`config.mk`:
```
export PLATFORM = sky130hd
export DESIGN_NAME = cache_request_queue
export DESIGN_NICKNAME = d
export VERILOG_FILES = /design/src/rtl/cache_request_queue.sv
export SDC_FILE = /design/constraint.sdc
export NUM_CORES = 1
export LEC_CHECK = 0
export CAP_MARGIN = 20
export CORE_MARGIN = 10
export CORE_UTILIZATION = 55
export DETAILED_ROUTE_END_ITERATION = 8
export PLACE_DENSITY_LB_ADDON = 0.12
export SETUP_SLACK_MARGIN = 0.3
export SLEW_MARGIN = 20
export SYNTH_ARGS = -nofsm -noshare
export SYNTH_HDL_FRONTEND = slang
export SYNTH_SLANG_ARGS = --single-unit
```
`constraint.sdc`:
```
create_clock -name clk -period 9.3 [get_ports clk]
set_input_delay 1.86 -clock clk [delete_from_list [all_inputs] [get_ports clk]]
set_output_delay 1.86 -clock clk [all_outputs]
set_load 0.02 [all_outputs]
```
`src/rtl/cache_request_queue.sv`:
```
// Processor-side request queue: buffers read/write requests in a FIFO and issues
// them one at a time to L1, returning a response on completion or on timeout.
module cache_request_queue #(
   parameter int ADDRESS_WIDTH  = 32,
   parameter int DATA_WIDTH     = 32,
   parameter int QUEUE_DEPTH    = 4,
   parameter int TIMEOUT_CYCLES = 64
) (
   input  logic                     clk,
   input  logic                     reset,
   input  logic                     proc_req_valid,
   input  logic                     proc_req_write,
   input  logic [ADDRESS_WIDTH-1:0] proc_req_address,
   input  logic [DATA_WIDTH-1:0]    proc_req_data,
   output logic                     proc_req_ready,
   output logic                     cache_read_request,
   output logic                     cache_write_request,
   output logic [ADDRESS_WIDTH-1:0] cache_L1_memory_address,
   output logic [DATA_WIDTH-1:0]    cache_write_data,
   input  logic                     L1_cache_ready,
   input  logic                     L1_cache_hit,
   input  logic                     L1_cache_miss,
   input  logic [DATA_WIDTH-1:0]    cache_L1_read_data,
   output logic                     proc_resp_valid,
   output logic [DATA_WIDTH-1:0]    proc_resp_data,
   output logic                     proc_resp_error,
   output logic                     timeout_error,
   output logic [15:0]              hit_count,
   output logic [15:0]              miss_count
);

   localparam int PTR_W = $clog2(QUEUE_DEPTH);
   localparam int CNT_W = $clog2(QUEUE_DEPTH + 1);
   localparam int TMR_W = $clog2(TIMEOUT_CYCLES + 1);

   typedef enum logic [1:0] {IDLE, ISSUE, WAIT} state_e;

   state_e                   state_q, state_d;
   logic                     fifoWrite_q [QUEUE_DEPTH];
   logic [ADDRESS_WIDTH-1:0] fifoAddr_q  [QUEUE_DEPTH];
   logic [DATA_WIDTH-1:0]    fifoData_q  [QUEUE_DEPTH];
   logic [PTR_W-1:0]         wrPtr_q, rdPtr_q;
   logic [CNT_W-1:0]         count_q, count_d;
   logic                     ready_q;
   logic                     inWrite_q;
   logic [ADDRESS_WIDTH-1:0] inAddr_q;
   logic [DATA_WIDTH-1:0]    inData_q;
   logic [TMR_W-1:0]         timer_q, timerInc;
   logic                     respValid_q, respError_q, timeoutErr_q;
   logic [DATA_WIDTH-1:0]    respData_q;
   logic [15:0]              hitCount_q, missCount_q;
   logic                     enq, pop, timerExpired, completeNow, timeoutNow;

   assign enq          = proc_req_valid && ready_q;
   assign pop          = (state_q == IDLE) && (count_q != '0);
   assign timerInc     = timer_q + 1'b1;
   assign timerExpired = (timerInc == TMR_W'(TIMEOUT_CYCLES));
   assign completeNow  = (state_q == WAIT) && L1_cache_ready;
   assign timeoutNow   = (state_q == WAIT) && !L1_cache_ready && timerExpired;

   always_comb begin
      count_d = count_q;
      if (enq && !pop) begin
         count_d = count_q + 1'b1;
      end else if (!enq && pop) begin
         count_d = count_q - 1'b1;
      end
   end

   always_ff @(posedge clk) begin
      if (!reset) begin
         state_q <= IDLE;
      end else begin
         state_q <= state_d;
      end
   end

   always_comb begin
      state_d = state_q;
      unique case (state_q)
         IDLE:    if (pop) state_d = ISSUE;
         ISSUE:   state_d = WAIT;
         WAIT:    if (completeNow || timeoutNow) state_d = IDLE;
         default: state_d = IDLE;
      endcase
   end

   always_comb begin
      cache_read_request  = 1'b0;
      cache_write_request = 1'b0;
      if (state_q == ISSUE) begin
         cache_read_request  = !inWrite_q;
         cache_write_request = inWrite_q;
      end
   end

   always_ff @(posedge clk) begin
      if (!reset) begin
         for (int i = 0; i < QUEUE_DEPTH; i++) begin
            fifoWrite_q[i] <= 1'b0;
            fifoAddr_q[i]  <= '0;
            fifoData_q[i]  <= '0;
         end
         wrPtr_q <= '0;
         rdPtr_q <= '0;
         count_q <= '0;
         ready_q <= 1'b1;
      end else begin
         if (enq) begin
            fifoWrite_q[wrPtr_q] <= proc_req_write;
            fifoAddr_q[wrPtr_q]  <= proc_req_address;
            fifoData_q[wrPtr_q]  <= proc_req_data;
            wrPtr_q              <= wrPtr_q + 1'b1;
         end
         if (pop) begin
            rdPtr_q <= rdPtr_q + 1'b1;
         end
         count_q <= count_d;
         ready_q <= (count_d < CNT_W'(QUEUE_DEPTH));
      end
   end

   // In-flight request, timeout timer, response and statistics registers.
   always_ff @(posedge clk) begin
      if (!reset) begin
         inWrite_q    <= 1'b0;
         inAddr_q     <= '0;
         inData_q     <= '0;
         timer_q      <= '0;
         respValid_q  <= 1'b0;
         respError_q  <= 1'b0;
         respData_q   <= '0;
         timeoutErr_q <= 1'b0;
         hitCount_q   <= '0;
         missCount_q  <= '0;
      end else begin
         respValid_q <= 1'b0;
         if (pop) begin
            inWrite_q <= fifoWrite_q[rdPtr_q];
            inAddr_q  <= fifoAddr_q[rdPtr_q];
            inData_q  <= fifoData_q[rdPtr_q];
         end
         if (state_q == ISSUE) begin
            timer_q <= '0;
         end else if (state_q == WAIT && !L1_cache_ready) begin
            timer_q <= timerInc;
         end
         if (completeNow) begin
            respValid_q <= 1'b1;
            respError_q <= 1'b0;
            respData_q  <= inWrite_q ? '0 : cache_L1_read_data;
         end else if (timeoutNow) begin
            respValid_q  <= 1'b1;
            respError_q  <= 1'b1;
            respData_q   <= '0;
            timeoutErr_q <= 1'b1;
         end
         if (state_q == WAIT && L1_cache_hit && hitCount_q != 16'hFFFF) begin
            hitCount_q <= hitCount_q + 16'd1;
         end
         if (state_q == WAIT && L1_cache_miss && missCount_q != 16'hFFFF) begin
            missCount_q <= missCount_q + 16'd1;
         end
      end
   end

   assign proc_req_ready          = ready_q;
   assign cache_L1_memory_address = inAddr_q;
   assign cache_write_data        = inData_q;
   assign proc_resp_valid         = respValid_q;
   assign proc_resp_data          = respData_q;
   assign proc_resp_error         = respError_q;
   assign timeout_error           = timeoutErr_q;
   assign hit_count               = hitCount_q;
   assign miss_count              = missCount_q;

endmodule

```
**Run 1: floorplan with the power grid**

Scale bar: 50 um. Pins as bars on the die edge. Tap cells in gray.
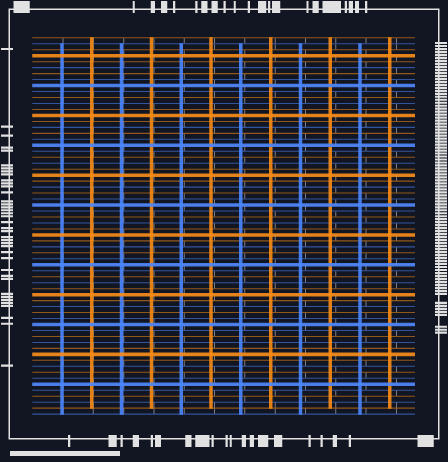
VDD -> orange
VSS -> blue
met5 straps = 12
met1 rails = 64
signal pins = 237
met4 straps = 12
Floorplan Core Area: 29900 sq um
chip height: 195 um
Max VDD drop: 0.164 mV

**Run 1: placement by cell class**

Scale bar: 50 um.
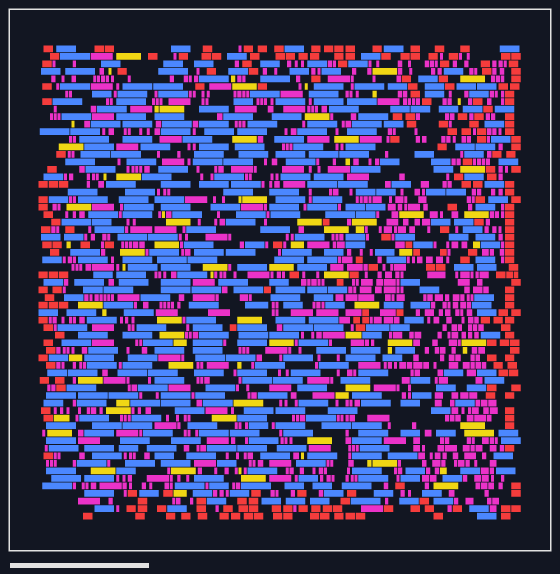
clock drivers and dummy loads -> yellow  # cells 80
remaining buffers and delay cells -> red  # cells 249
remaining logic cells -> magenta  # cells 944
sequential cells -> blue  # cells 409
Final Util: 70.2%
post-route cell area: 21000 sq um
row count: 63
sequential portion of the cell area: 51.4%

**Run 1: clock wires, drivers and flops**

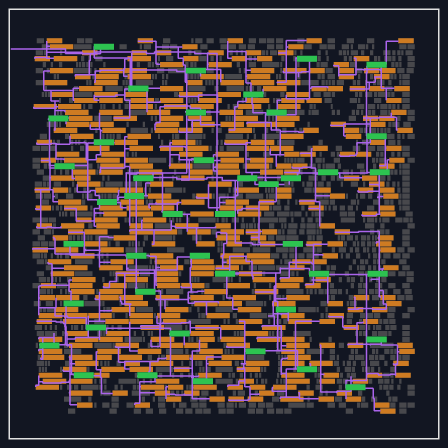
clock-net drivers -> green  # count 43
flip-flops -> orange  # count 409
clock wires -> purple  # length 4520 um
flops lie = spread over the die
routed clock nets = 44

==> flow_results.xml, run 1 <==
<?xml version="1.0" encoding="UTF-8"?>
<metrics>
  <group name="pwr">
    <metric name="power.share.combinational" unit="%">24.6</metric>
    <metric name="netSwitchingPower" unit="mW">1.64</metric>
    <metric name="clock_power" unit="mW">1.69</metric>
    <metric name="cellInternalPower" unit="mW">3.77</metric>
    <metric name="p_leak" unit="nW">7.66</metric>
    <metric name="power.share.clock" unit="%">31.3</metric>
    <metric name="p_per_area" unit="nW/um^2">258</metric>
    <metric name="power.group.top" unit="">registers</metric>
    <metric name="power" unit="mW">5.42</metric>
    <metric name="power_combinational" unit="mW">1.33</metric>
    <metric name="power.sequential.fraction" unit="%">44.1</metric>
    <metric name="seq_power" unit="mW">2.39</metric>
  </group>
  <group name="timing">
    <metric name="layout_worst_path_cycle_share" unit="%">50.7</metric>
    <metric name="rsz0062_at_grt" unit="">false</metric>
    <metric name="final-hold-violation-count" unit="">0</metric>
    <metric name="worst_hold_slack" unit="ns">0.455</metric>
    <metric name="setup-tns-final" unit="ns">0</metric>
    <metric name="worst_slack" unit="ns">4.59</metric>
    <metric name="setup_violations" unit="">0</metric>
    <metric name="timing.final.max_slew_violations" unit="">0</metric>
    <metric name="worst-slew-pin-transition" unit="ns">1.08</metric>
    <metric name="max_freq" unit="MHz">212</metric>
    <metric name="clock-skew-final" unit="ns">0.0191</metric>
  </group>
  <group name="global_routing">
    <metric name="grt_use_met2" unit="%">35.5</metric>
    <metric name="grt_most_used_layer" unit="">met2</metric>
    <metric name="grtUsageMet3" unit="%">4.47</metric>
    <metric name="wire_length_of_the_first_global_routing_pass" unit="um">64600</metric>
    <metric name="track_usage" unit="%">20.8</metric>
    <metric name="vias_in_the_first_global_route" unit="">11800</metric>
    <metric name="antenna_found_initial" unit="">0</metric>
    <metric name="maximum_number_of_pins_on_one_net_before_global_route_repair" unit="">69</metric>
    <metric name="met1_usage" unit="%">26.5</metric>
    <metric name="grt_total_ovfl" unit="">0</metric>
  </group>
  <group name="placed_design">
    <metric name="placedCellCount" unit="">1992</metric>
    <metric name="post-place-ws" unit="ns">4.01</metric>
    <metric name="placed_cell_area" unit="sq um">19500</metric>
    <metric name="port_buffers" unit="">236</metric>
    <metric name="place_congestion" unit="">0.818</metric>
    <metric name="estimated_wirelength_of_the_detail_placed_design" unit="um">24100</metric>
  </group>
  <group name="job">
    <metric name="tool_warnings" unit="">29</metric>
    <metric name="max_cap_violations" unit="">0</metric>
  </group>
  <group name="floorplan">
    <metric name="n_tap_cell" unit="">390</metric>
    <metric name="dieWidth" unit="um">195</metric>
    <metric name="design.portCount" unit="">237</metric>
    <metric name="core_util_floorplan" unit="%">56.3</metric>
    <metric name="design.die.area" unit="sq um">38000</metric>
  </group>
  <group name="synth">
    <metric name="synth-adder-area-share" unit="%">0.595</metric>
    <metric name="syn_area_per_cell" unit="sq um">11.7</metric>
    <metric name="postSynthRegisterBits" unit="">409</metric>
    <metric name="synth.distinct_cells" unit="">49</metric>
    <metric name="ys_cells" unit="">1439</metric>
    <metric name="synth.cellmix.xorXnorShare" unit="%">0.625</metric>
    <metric name="yosys.area_share.aoi" unit="%">5.80</metric>
    <metric name="post-synth-top-area-fraction" unit="%">45.9</metric>
    <metric name="post_synth_main_logic_family" unit="">simple AND/OR/NAND/NOR gates</metric>
    <metric name="simple_gate_area_share" unit="%">16.0</metric>
    <metric name="library_cell_with_the_highest_instance_count_after_synthesis" unit="">sky130_fd_sc_hd__nand2_1</metric>
    <metric name="postSynthNetCount" unit="">1550</metric>
    <metric name="synth.area.mux_share" unit="%">9.18</metric>
    <metric name="ys_area" unit="sq um">16800</metric>
    <metric name="yosys-top-cells-area" unit="">sky130_fd_sc_hd__edfxtp_1 (46%), sky130_fd_sc_hd__dfxtp_1 (18%), sky130_fd_sc_hd__mux4_2 (8.7%)</metric>
    <metric name="synth_top_cell_by_area" unit="">sky130_fd_sc_hd__edfxtp_1</metric>
    <metric name="synth.yosys.seq_area_share" unit="%">64.0</metric>
    <metric name="synth-edff-count" unit="">257</metric>
    <metric name="asyncSetResetFlopFracSynth" unit="%">0</metric>
    <metric name="postSynthCellCount" unit="">1439</metric>
    <metric name="synthesized_cell_area" unit="sq um">16800</metric>
    <metric name="top_cell_types_by_occurrence_after_synthesis" unit="">sky130_fd_sc_hd__nand2_1 (260), sky130_fd_sc_hd__edfxtp_1 (257), sky130_fd_sc_hd__dfxtp_1 (152)</metric>
    <metric name="synth-main-ff-cell" unit="">sky130_fd_sc_hd__edfxtp_1</metric>
  </group>
  <group name="setup_path">
    <metric name="slowest_delay" unit="ns">0.93</metric>
    <metric name="crit_path_end_kind" unit="">flip-flop</metric>
    <metric name="reg_to_reg_critical_path_startpoint" unit="">proc_req_ready</metric>
    <metric name="dominant_cell_type_by_count_on_the_critical_path" unit="">sky130_fd_sc_hd__buf_4</metric>
    <metric name="setup.worst_path.end" unit="">fifoData_q[0][19]</metric>
    <metric name="reg2reg_slack" unit="ns">6.46</metric>
    <metric name="kind_of_cell_with_the_highest_combined_delay_on_the_critical_path" unit="">buffers and inverters</metric>
    <metric name="cp_data_required_time" unit="ns">9.45</metric>
    <metric name="critical_path.cell_chain" unit="">buf_2 -&gt; buf_4 -&gt; inv_4 -&gt; nor4_2 -&gt; buf_4 -&gt; nand2b_4</metric>
    <metric name="crit_slowest_cell" unit="">sky130_fd_sc_hd__nand2b_4</metric>
    <metric name="timing.critical_path.depth" unit="">6</metric>
    <metric name="crit_type" unit="">input pin to flip-flop</metric>
    <metric name="worst_r2r_endpoint" unit="">fifoData_q[0][19]</metric>
    <metric name="ff2ff_path_depth" unit="">4</metric>
    <metric name="cp_data_arrival_time" unit="ns">4.86</metric>
  </group>
  <group name="route">
    <metric name="drt-met1-wl" unit="um">17300</metric>
    <metric name="top_layer" unit="">met4</metric>
    <metric name="drc" unit="">0</metric>
    <metric name="via_count" unit="">11500</metric>
    <metric name="wl" unit="um">40800</metric>
    <metric name="ant_nets" unit="">0</metric>
    <metric name="vias_per_cell" unit="">5.57</metric>
    <metric name="drt_iter0_drc" unit="">764</metric>
    <metric name="drt_pass1_iterations" unit="">5</metric>
    <metric name="wl_met3" unit="um">2740</metric>
  </group>
  <group name="outcome">
    <metric name="run_status" unit="">finished, final reports clean</metric>
  </group>
  <group name="clock_network">
    <metric name="ctsRootBufferMaster" unit="">sky130_fd_sc_hd__clkbuf_16</metric>
    <metric name="insertion_delay_at_the_late_pin_of_the_worst_skew_pair" unit="ns">0.54</metric>
    <metric name="cts-resized-gates" unit="">0</metric>
    <metric name="postCtsSetupRepairBufs" unit="">0</metric>
    <metric name="number_of_h_tree_branching_levels" unit="">2</metric>
    <metric name="sink_count" unit="">409</metric>
    <metric name="tritoncts" unit="">done</metric>
    <metric name="clk_path_buf_depth" unit="">3</metric>
    <metric name="clkSlewWorstSetupHoldPaths" unit="ns">0.06</metric>
    <metric name="cts_hold_buf" unit="">0</metric>
    <metric name="cts_buffers" unit="">43</metric>
  </group>
  <group name="final_layout">
    <metric name="top_library_cells_by_usage_in_the_layout_fill_and_taps_aside" unit="">sky130_fd_sc_hd__nand2_1 (259), sky130_fd_sc_hd__edfxtp_1 (257), sky130_fd_sc_hd__clkdlybuf4s50_1 (235), sky130_fd_sc_hd__dfxtp_1 (150), sky130_fd_sc_hd__nor2_1 (146)</metric>
    <metric name="layout.cells.most_common" unit="">sky130_fd_sc_hd__nand2_1</metric>
    <metric name="layout.nonclk_buf_share" unit="%">11.7</metric>
    <metric name="finalNetCount" unit="">1758</metric>
    <metric name="fill_count" unit="">2178</metric>
    <metric name="n_multi_input_combinational_cell" unit="">863</metric>
    <metric name="largest_registers_in_the_final_layout" unit="">fifoAddr_q x128, fifoData_q x128</metric>
    <metric name="inverters" unit="">81</metric>
    <metric name="layout.area.top_class" unit="">registers</metric>
    <metric name="share_of_cells_above_drive_strength_1" unit="%">9.87</metric>
    <metric name="multi_input_comb_area" unit="sq um">5510</metric>
    <metric name="num-clock-buffers" unit="">56</metric>
    <metric name="syn2layout_area_growth" unit="%">24.6</metric>
    <metric name="register_area" unit="sq um">10800</metric>
    <metric name="nonClockBufferCount" unit="">249</metric>
    <metric name="comb_area_share" unit="%">26.3</metric>
    <metric name="diodes" unit="">1</metric>
    <metric name="finalNonFillerCells" unit="">2073</metric>
    <metric name="ff_count" unit="">409</metric>
    <metric name="layout.clock.cell_area_share" unit="%">6.82</metric>
  </group>
  <group name="min_path">
    <metric name="timing.hold.worst_path_depth" unit="">2</metric>
    <metric name="holdPathEnd" unit="">cache_L1_memory_address[0]</metric>
    <metric name="hp-class" unit="">flip-flop to flip-flop</metric>
    <metric name="hp-start" unit="">cache_L1_memory_address[0]</metric>
  </group>
</metrics>
==> run 2, diff against run 1 <==
Clock period 9.3 ns to 4.4 ns, I/O delays scaled along.
**Run 2: floorplan with the power grid**

Scale bar: 50 um. Pins as bars on the die edge. Tap cells in gray.
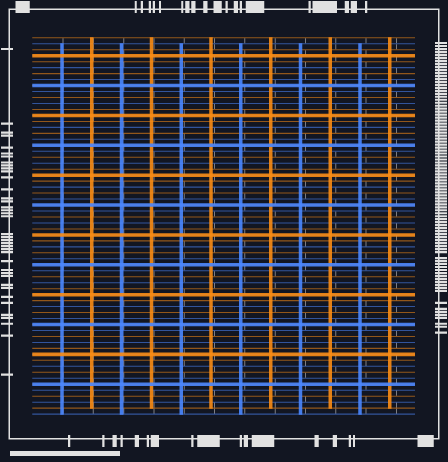
VDD -> orange
VSS -> blue
rows = 63
met4 straps = 12
met1 rails = 64

==> run 2 against run 1 <==
Sequential power increased by 110%. Non-clock buffer count up 5. Total power is 110% higher. Largest cell class unchanged.
==> flow_results.xml, run 2 <==
<?xml version="1.0" encoding="UTF-8"?>
<metrics>
  <group name="outcome">
    <metric name="run_status" unit="">finished, final reports clean</metric>
  </group>
  <group name="timing">
    <metric name="final-hold-violation-count" unit="">0</metric>
    <metric name="clock-skew-final" unit="ns">0.0159</metric>
    <metric name="worst_slack" unit="ns">1.47</metric>
    <metric name="rsz0062_at_grt" unit="">false</metric>
    <metric name="setup-tns-final" unit="ns">0</metric>
    <metric name="timing.final.max_slew_violations" unit="">0</metric>
    <metric name="worst_hold_slack" unit="ns">0.452</metric>
    <metric name="layout_worst_path_cycle_share" unit="%">66.6</metric>
    <metric name="max_freq" unit="MHz">341</metric>
    <metric name="worst-slew-pin-transition" unit="ns">1.08</metric>
  </group>
  <group name="synth">
    <metric name="synthesized_cell_area" unit="sq um">16800</metric>
    <metric name="ys_area" unit="sq um">16800</metric>
    <metric name="synth.yosys.seq_area_share" unit="%">64.0</metric>
    <metric name="synth.area.mux_share" unit="%">9.18</metric>
    <metric name="post-synth-top-area-fraction" unit="%">45.9</metric>
    <metric name="library_cell_with_the_highest_instance_count_after_synthesis" unit="">sky130_fd_sc_hd__nand2_1</metric>
    <metric name="synth_top_cell_by_area" unit="">sky130_fd_sc_hd__edfxtp_1</metric>
    <metric name="postSynthNetCount" unit="">1550</metric>
    <metric name="simple_gate_area_share" unit="%">16.0</metric>
    <metric name="postSynthRegisterBits" unit="">409</metric>
    <metric name="ys_cells" unit="">1439</metric>
    <metric name="synth-main-ff-cell" unit="">sky130_fd_sc_hd__edfxtp_1</metric>
    <metric name="yosys-top-cells-area" unit="">sky130_fd_sc_hd__edfxtp_1 (46%), sky130_fd_sc_hd__dfxtp_1 (18%), sky130_fd_sc_hd__mux4_2 (8.7%)</metric>
    <metric name="asyncSetResetFlopFracSynth" unit="%">0</metric>
    <metric name="synth.cellmix.xorXnorShare" unit="%">0.625</metric>
    <metric name="synth.distinct_cells" unit="">49</metric>
    <metric name="postSynthCellCount" unit="">1439</metric>
    <metric name="synth-edff-count" unit="">257</metric>
    <metric name="yosys.area_share.aoi" unit="%">5.80</metric>
  </group>
  <group name="route">
    <metric name="routed_wire_length_per_instance" unit="um">19.6</metric>
    <metric name="drt_pass1_iterations" unit="">5</metric>
    <metric name="top_layer" unit="">met4</metric>
    <metric name="ant_nets" unit="">0</metric>
    <metric name="wl" unit="um">40600</metric>
    <metric name="drt_iter0_drc" unit="">828</metric>
    <metric name="vias_per_cell" unit="">5.56</metric>
    <metric name="drc" unit="">0</metric>
    <metric name="drt-met1-wl" unit="um">17000</metric>
    <metric name="via_count" unit="">11500</metric>
  </group>
  <group name="clock_network">
    <metric name="insertion_delay_at_the_late_pin_of_the_worst_skew_pair" unit="ns">0.54</metric>
    <metric name="cts-resized-gates" unit="">0</metric>
    <metric name="postCtsSetupRepairBufs" unit="">0</metric>
    <metric name="sink_count" unit="">409</metric>
    <metric name="clk_path_buf_depth" unit="">3</metric>
    <metric name="ctsRootBufferMaster" unit="">sky130_fd_sc_hd__clkbuf_16</metric>
    <metric name="number_of_h_tree_branching_levels" unit="">2</metric>
    <metric name="cts_buffers" unit="">44</metric>
    <metric name="tritoncts" unit="">done</metric>
    <metric name="cts_hold_buf" unit="">0</metric>
  </group>
  <group name="setup_path">
    <metric name="timing.critical_path.depth" unit="">3</metric>
    <metric name="crit_type" unit="">flip-flop to primary output</metric>
    <metric name="setup.worst_path.end" unit="">cache_write_request</metric>
    <metric name="crit_slowest_cell" unit="">sky130_fd_sc_hd__clkdlybuf4s50_1</metric>
    <metric name="reg_to_reg_critical_path_startpoint" unit="">count_q[0]</metric>
    <metric name="crit_path_end_kind" unit="">primary output</metric>
    <metric name="worst_setup_path_startpoint" unit="">state_q[0]</metric>
    <metric name="reg2reg_slack" unit="ns">1.55</metric>
    <metric name="ff2ff_path_depth" unit="">9</metric>
    <metric name="cp_data_required_time" unit="ns">3.52</metric>
    <metric name="critical_path.cell_chain" unit="">or2b_1 -&gt; nor2_1 -&gt; clkdlybuf4s50_1</metric>
    <metric name="worst_r2r_endpoint" unit="">count_q[2]</metric>
    <metric name="slowest_delay" unit="ns">0.64</metric>
    <metric name="kind_of_cell_with_the_highest_combined_delay_on_the_critical_path" unit="">buffers and inverters</metric>
  </group>
  <group name="final_layout">
    <metric name="ff_count" unit="">409</metric>
    <metric name="largest_registers_in_the_final_layout" unit="">fifoAddr_q x128, fifoData_q x128</metric>
    <metric name="final_cell_area" unit="sq um">21000</metric>
    <metric name="diodes" unit="">0</metric>
    <metric name="share_of_cells_above_drive_strength_1" unit="%">9.95</metric>
    <metric name="final_util" unit="%">70.2</metric>
    <metric name="layout.cells.most_common" unit="">sky130_fd_sc_hd__nand2_1</metric>
    <metric name="top_library_cells_by_usage_in_the_layout_fill_and_taps_aside" unit="">sky130_fd_sc_hd__nand2_1 (259), sky130_fd_sc_hd__edfxtp_1 (257), sky130_fd_sc_hd__clkdlybuf4s50_1 (235), sky130_fd_sc_hd__dfxtp_1 (150), sky130_fd_sc_hd__nor2_1 (146)</metric>
    <metric name="syn2layout_area_growth" unit="%">24.7</metric>
    <metric name="sh_seq_area" unit="%">51.3</metric>
    <metric name="n_multi_input_combinational_cell" unit="">863</metric>
    <metric name="layout.nonclk_buf_share" unit="%">12.0</metric>
    <metric name="finalNetCount" unit="">1764</metric>
    <metric name="comb_area_share" unit="%">26.3</metric>
    <metric name="layout.clock.cell_area_share" unit="%">6.60</metric>
    <metric name="layout.area.top_class" unit="">registers</metric>
    <metric name="multi_input_comb_area" unit="sq um">5510</metric>
    <metric name="register_area" unit="sq um">10800</metric>
    <metric name="nonClockBufferCount" unit="">254</metric>
    <metric name="inverters" unit="">81</metric>
  </group>
  <group name="global_routing">
    <metric name="vias_in_the_first_global_route" unit="">11600</metric>
    <metric name="grt_total_ovfl" unit="">0</metric>
    <metric name="maximum_number_of_pins_on_one_net_before_global_route_repair" unit="">67</metric>
    <metric name="met1_usage" unit="%">27.0</metric>
    <metric name="wire_length_of_the_first_global_routing_pass" unit="um">64400</metric>
    <metric name="grt_use_met2" unit="%">35.1</metric>
    <metric name="track_usage" unit="%">20.9</metric>
    <metric name="antenna_found_initial" unit="">0</metric>
    <metric name="grt_most_used_layer" unit="">met2</metric>
  </group>
  <group name="floorplan">
    <metric name="dieWidth" unit="um">195</metric>
    <metric name="std_cell_rows" unit="">63</metric>
    <metric name="design.portCount" unit="">237</metric>
    <metric name="die_h" unit="um">195</metric>
    <metric name="design.die.area" unit="sq um">38000</metric>
    <metric name="design.core.area" unit="sq um">29900</metric>
    <metric name="core_util_floorplan" unit="%">56.3</metric>
    <metric name="n_tap_cell" unit="">390</metric>
  </group>
  <group name="pwr">
    <metric name="clock_power" unit="mW">3.51</metric>
    <metric name="p_per_area" unit="nW/um^2">544</metric>
    <metric name="p_leak" unit="nW">7.67</metric>
    <metric name="power.share.combinational" unit="%">24.8</metric>
    <metric name="seq_power" unit="mW">5.07</metric>
    <metric name="power_combinational" unit="mW">2.83</metric>
    <metric name="netSwitchingPower" unit="mW">3.48</metric>
    <metric name="ir_drop" unit="mV">0.422</metric>
    <metric name="power.share.clock" unit="%">30.7</metric>
    <metric name="cellInternalPower" unit="mW">7.92</metric>
    <metric name="power.group.top" unit="">registers</metric>
    <metric name="power.sequential.fraction" unit="%">44.5</metric>
  </group>
  <group name="min_path">
    <metric name="hp-start" unit="">cache_L1_memory_address[10]</metric>
    <metric name="hp-class" unit="">flip-flop to flip-flop</metric>
    <metric name="timing.hold.worst_path_depth" unit="">2</metric>
    <metric name="holdPathEnd" unit="">cache_L1_memory_address[10]</metric>
  </group>
  <group name="placed_design">
    <metric name="post-place-ws" unit="ns">1.28</metric>
    <metric name="placedCellCount" unit="">1997</metric>
    <metric name="port_buffers" unit="">236</metric>
    <metric name="estimated_wirelength_of_the_detail_placed_design" unit="um">24300</metric>
    <metric name="place_congestion" unit="">0.806</metric>
    <metric name="placed_cell_area" unit="sq um">19600</metric>
  </group>
  <group name="job">
    <metric name="max_cap_violations" unit="">0</metric>
    <metric name="tool_warnings" unit="">29</metric>
  </group>
</metrics>
==> run 3, diff against run 2 <==
Settings changed: CORE_UTILIZATION 55 to 49.
Clock period 4.4 ns to 2.36 ns, I/O delays scaled along.
**Run 3: wiring by layer**

Scale bar: 50 um. Only two layers are drawn.
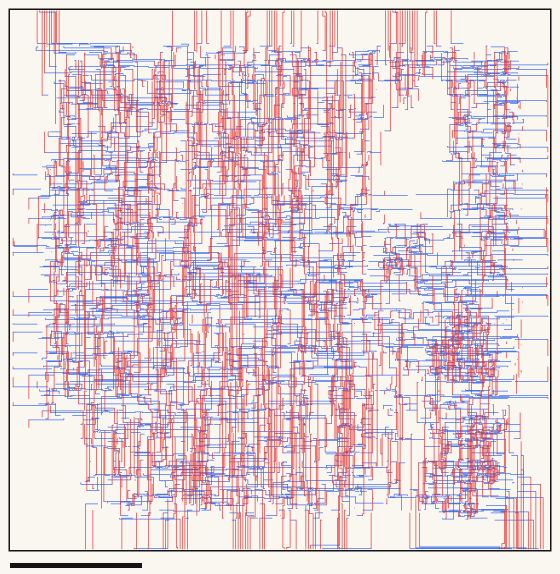
M1 -> blue  # wire length 17800 um
M2 -> red  # wire length 20.8 mm

==> run 3 against run 2 <==
Worst setup slack worse by 1.1 ns. Sequential power is 84% higher. Combinational power is 100% higher. Non-clock buffer count is 31 higher. Routed wire length is 3.2% higher. First-iteration DRC count is 8.9% lower. Critical path type unchanged. Sequential cell count stayed put.
==> flow_results.xml, run 3 <==
<?xml version="1.0" encoding="UTF-8"?>
<metrics>
  <group name="outcome">
    <metric name="run_status" unit="">finished, final reports clean</metric>
  </group>
  <group name="synth">
    <metric name="ys_cells" unit="">1439</metric>
    <metric name="post_synth_main_logic_family" unit="">simple AND/OR/NAND/NOR gates</metric>
    <metric name="synth.distinct_cells" unit="">49</metric>
    <metric name="synth-adder-area-share" unit="%">0.595</metric>
    <metric name="postSynthCellCount" unit="">1439</metric>
    <metric name="synth.cellmix.xorXnorShare" unit="%">0.625</metric>
    <metric name="post-synth-top-area-fraction" unit="%">45.9</metric>
    <metric name="simple_gate_area_share" unit="%">16.0</metric>
    <metric name="synth-main-ff-cell" unit="">sky130_fd_sc_hd__edfxtp_1</metric>
    <metric name="synth.area.mux_share" unit="%">9.18</metric>
    <metric name="syn_area_per_cell" unit="sq um">11.7</metric>
    <metric name="yosys-top-cells-area" unit="">sky130_fd_sc_hd__edfxtp_1 (46%), sky130_fd_sc_hd__dfxtp_1 (18%), sky130_fd_sc_hd__mux4_2 (8.7%)</metric>
  </group>
  <group name="clock_network">
    <metric name="insertion_delay_at_the_late_pin_of_the_worst_skew_pair" unit="ns">0.55</metric>
    <metric name="clk_path_buf_depth" unit="">3</metric>
    <metric name="cts_buffers" unit="">43</metric>
    <metric name="cts_hold_buf" unit="">0</metric>
    <metric name="ctsRootBufferMaster" unit="">sky130_fd_sc_hd__clkbuf_16</metric>
    <metric name="sink_count" unit="">409</metric>
    <metric name="postCtsSetupRepairBufs" unit="">1</metric>
    <metric name="cts-resized-gates" unit="">39</metric>
    <metric name="clkSlewWorstSetupHoldPaths" unit="ns">0.06</metric>
  </group>
  <group name="timing">
    <metric name="worst_hold_slack" unit="ns">0.330</metric>
    <metric name="max_freq" unit="MHz">497</metric>
    <metric name="clock-skew-final" unit="ns">0.0207</metric>
    <metric name="worst-slew-pin-transition" unit="ns">0.520</metric>
    <metric name="setup-tns-final" unit="ns">0</metric>
    <metric name="timing.final.max_slew_violations" unit="">0</metric>
  </group>
  <group name="placed_design">
    <metric name="place_congestion" unit="">0.814</metric>
    <metric name="port_buffers" unit="">236</metric>
    <metric name="post-place-ws" unit="ns">0.0643</metric>
    <metric name="placed_cell_area" unit="sq um">20200</metric>
  </group>
  <group name="final_layout">
    <metric name="layout.area.top_class" unit="">registers</metric>
    <metric name="finalNetCount" unit="">1794</metric>
    <metric name="nonClockBufferCount" unit="">285</metric>
    <metric name="final_cell_area" unit="sq um">21600</metric>
    <metric name="multi_input_comb_area" unit="sq um">5540</metric>
    <metric name="share_of_cells_above_drive_strength_1" unit="%">12.0</metric>
    <metric name="layout.cells.most_common" unit="">sky130_fd_sc_hd__nand2_1</metric>
    <metric name="fill_count" unit="">2660</metric>
    <metric name="finalNonFillerCells" unit="">2166</metric>
    <metric name="layout.nonclk_buf_share" unit="%">13.8</metric>
    <metric name="largest_registers_in_the_final_layout" unit="">fifoAddr_q x128, fifoData_q x128</metric>
    <metric name="syn2layout_area_growth" unit="%">28.3</metric>
    <metric name="comb_area_share" unit="%">25.6</metric>
    <metric name="sh_seq_area" unit="%">49.9</metric>
    <metric name="num-clock-buffers" unit="">55</metric>
    <metric name="register_area" unit="sq um">10800</metric>
    <metric name="diodes" unit="">0</metric>
  </group>
  <group name="floorplan">
    <metric name="design.portCount" unit="">237</metric>
    <metric name="design.core.area" unit="sq um">33700</metric>
    <metric name="die_h" unit="um">205</metric>
    <metric name="n_tap_cell" unit="">448</metric>
    <metric name="std_cell_rows" unit="">67</metric>
    <metric name="dieWidth" unit="um">205</metric>
    <metric name="design.die.area" unit="sq um">42100</metric>
    <metric name="core_util_floorplan" unit="%">49.9</metric>
  </group>
  <group name="pwr">
    <metric name="power.share.combinational" unit="%">26.3</metric>
    <metric name="p_leak" unit="nW">8.23</metric>
    <metric name="p_per_area" unit="nW/um^2">1010</metric>
    <metric name="power.share.clock" unit="%">30.9</metric>
    <metric name="clock_power" unit="mW">6.73</metric>
    <metric name="ir_drop" unit="mV">0.625</metric>
    <metric name="power_combinational" unit="mW">5.73</metric>
    <metric name="seq_power" unit="mW">9.34</metric>
    <metric name="power" unit="mW">21.8</metric>
  </group>
  <group name="global_routing">
    <metric name="met1_usage" unit="%">25.3</metric>
    <metric name="grt_total_ovfl" unit="">0</metric>
    <metric name="wire_length_of_the_first_global_routing_pass" unit="um">65200</metric>
    <metric name="track_usage" unit="%">19.6</metric>
    <metric name="grtUsageMet3" unit="%">4.01</metric>
    <metric name="vias_in_the_first_global_route" unit="">11600</metric>
  </group>
  <group name="route">
    <metric name="top_layer" unit="">met4</metric>
    <metric name="wl_met3" unit="um">2660</metric>
    <metric name="drt_iter0_drc" unit="">754</metric>
    <metric name="drc" unit="">0</metric>
    <metric name="wl" unit="um">41900</metric>
  </group>
  <group name="setup_path">
    <metric name="ff2ff_path_depth" unit="">4</metric>
    <metric name="worst_r2r_endpoint" unit="">miss_count[13]</metric>
    <metric name="kind_of_cell_with_the_highest_combined_delay_on_the_critical_path" unit="">buffers and inverters</metric>
    <metric name="reg2reg_slack" unit="ns">0.48</metric>
    <metric name="crit_path_end_kind" unit="">primary output</metric>
    <metric name="worst_setup_path_startpoint" unit="">cache_L1_memory_address[9]</metric>
    <metric name="crit_type" unit="">flip-flop to primary output</metric>
    <metric name="reg_to_reg_critical_path_startpoint" unit="">miss_count[3]</metric>
    <metric name="critical_path.cell_chain" unit="">clkdlybuf4s50_1</metric>
  </group>
  <group name="job">
    <metric name="tool_warnings" unit="">31</metric>
  </group>
  <group name="min_path">
    <metric name="hp-start" unit="">reset</metric>
    <metric name="holdPathEnd" unit="">state_q[1]</metric>
    <metric name="timing.hold.worst_path_depth" unit="">3</metric>
  </group>
</metrics>
Power is estimated from default activity; no workload was simulated.
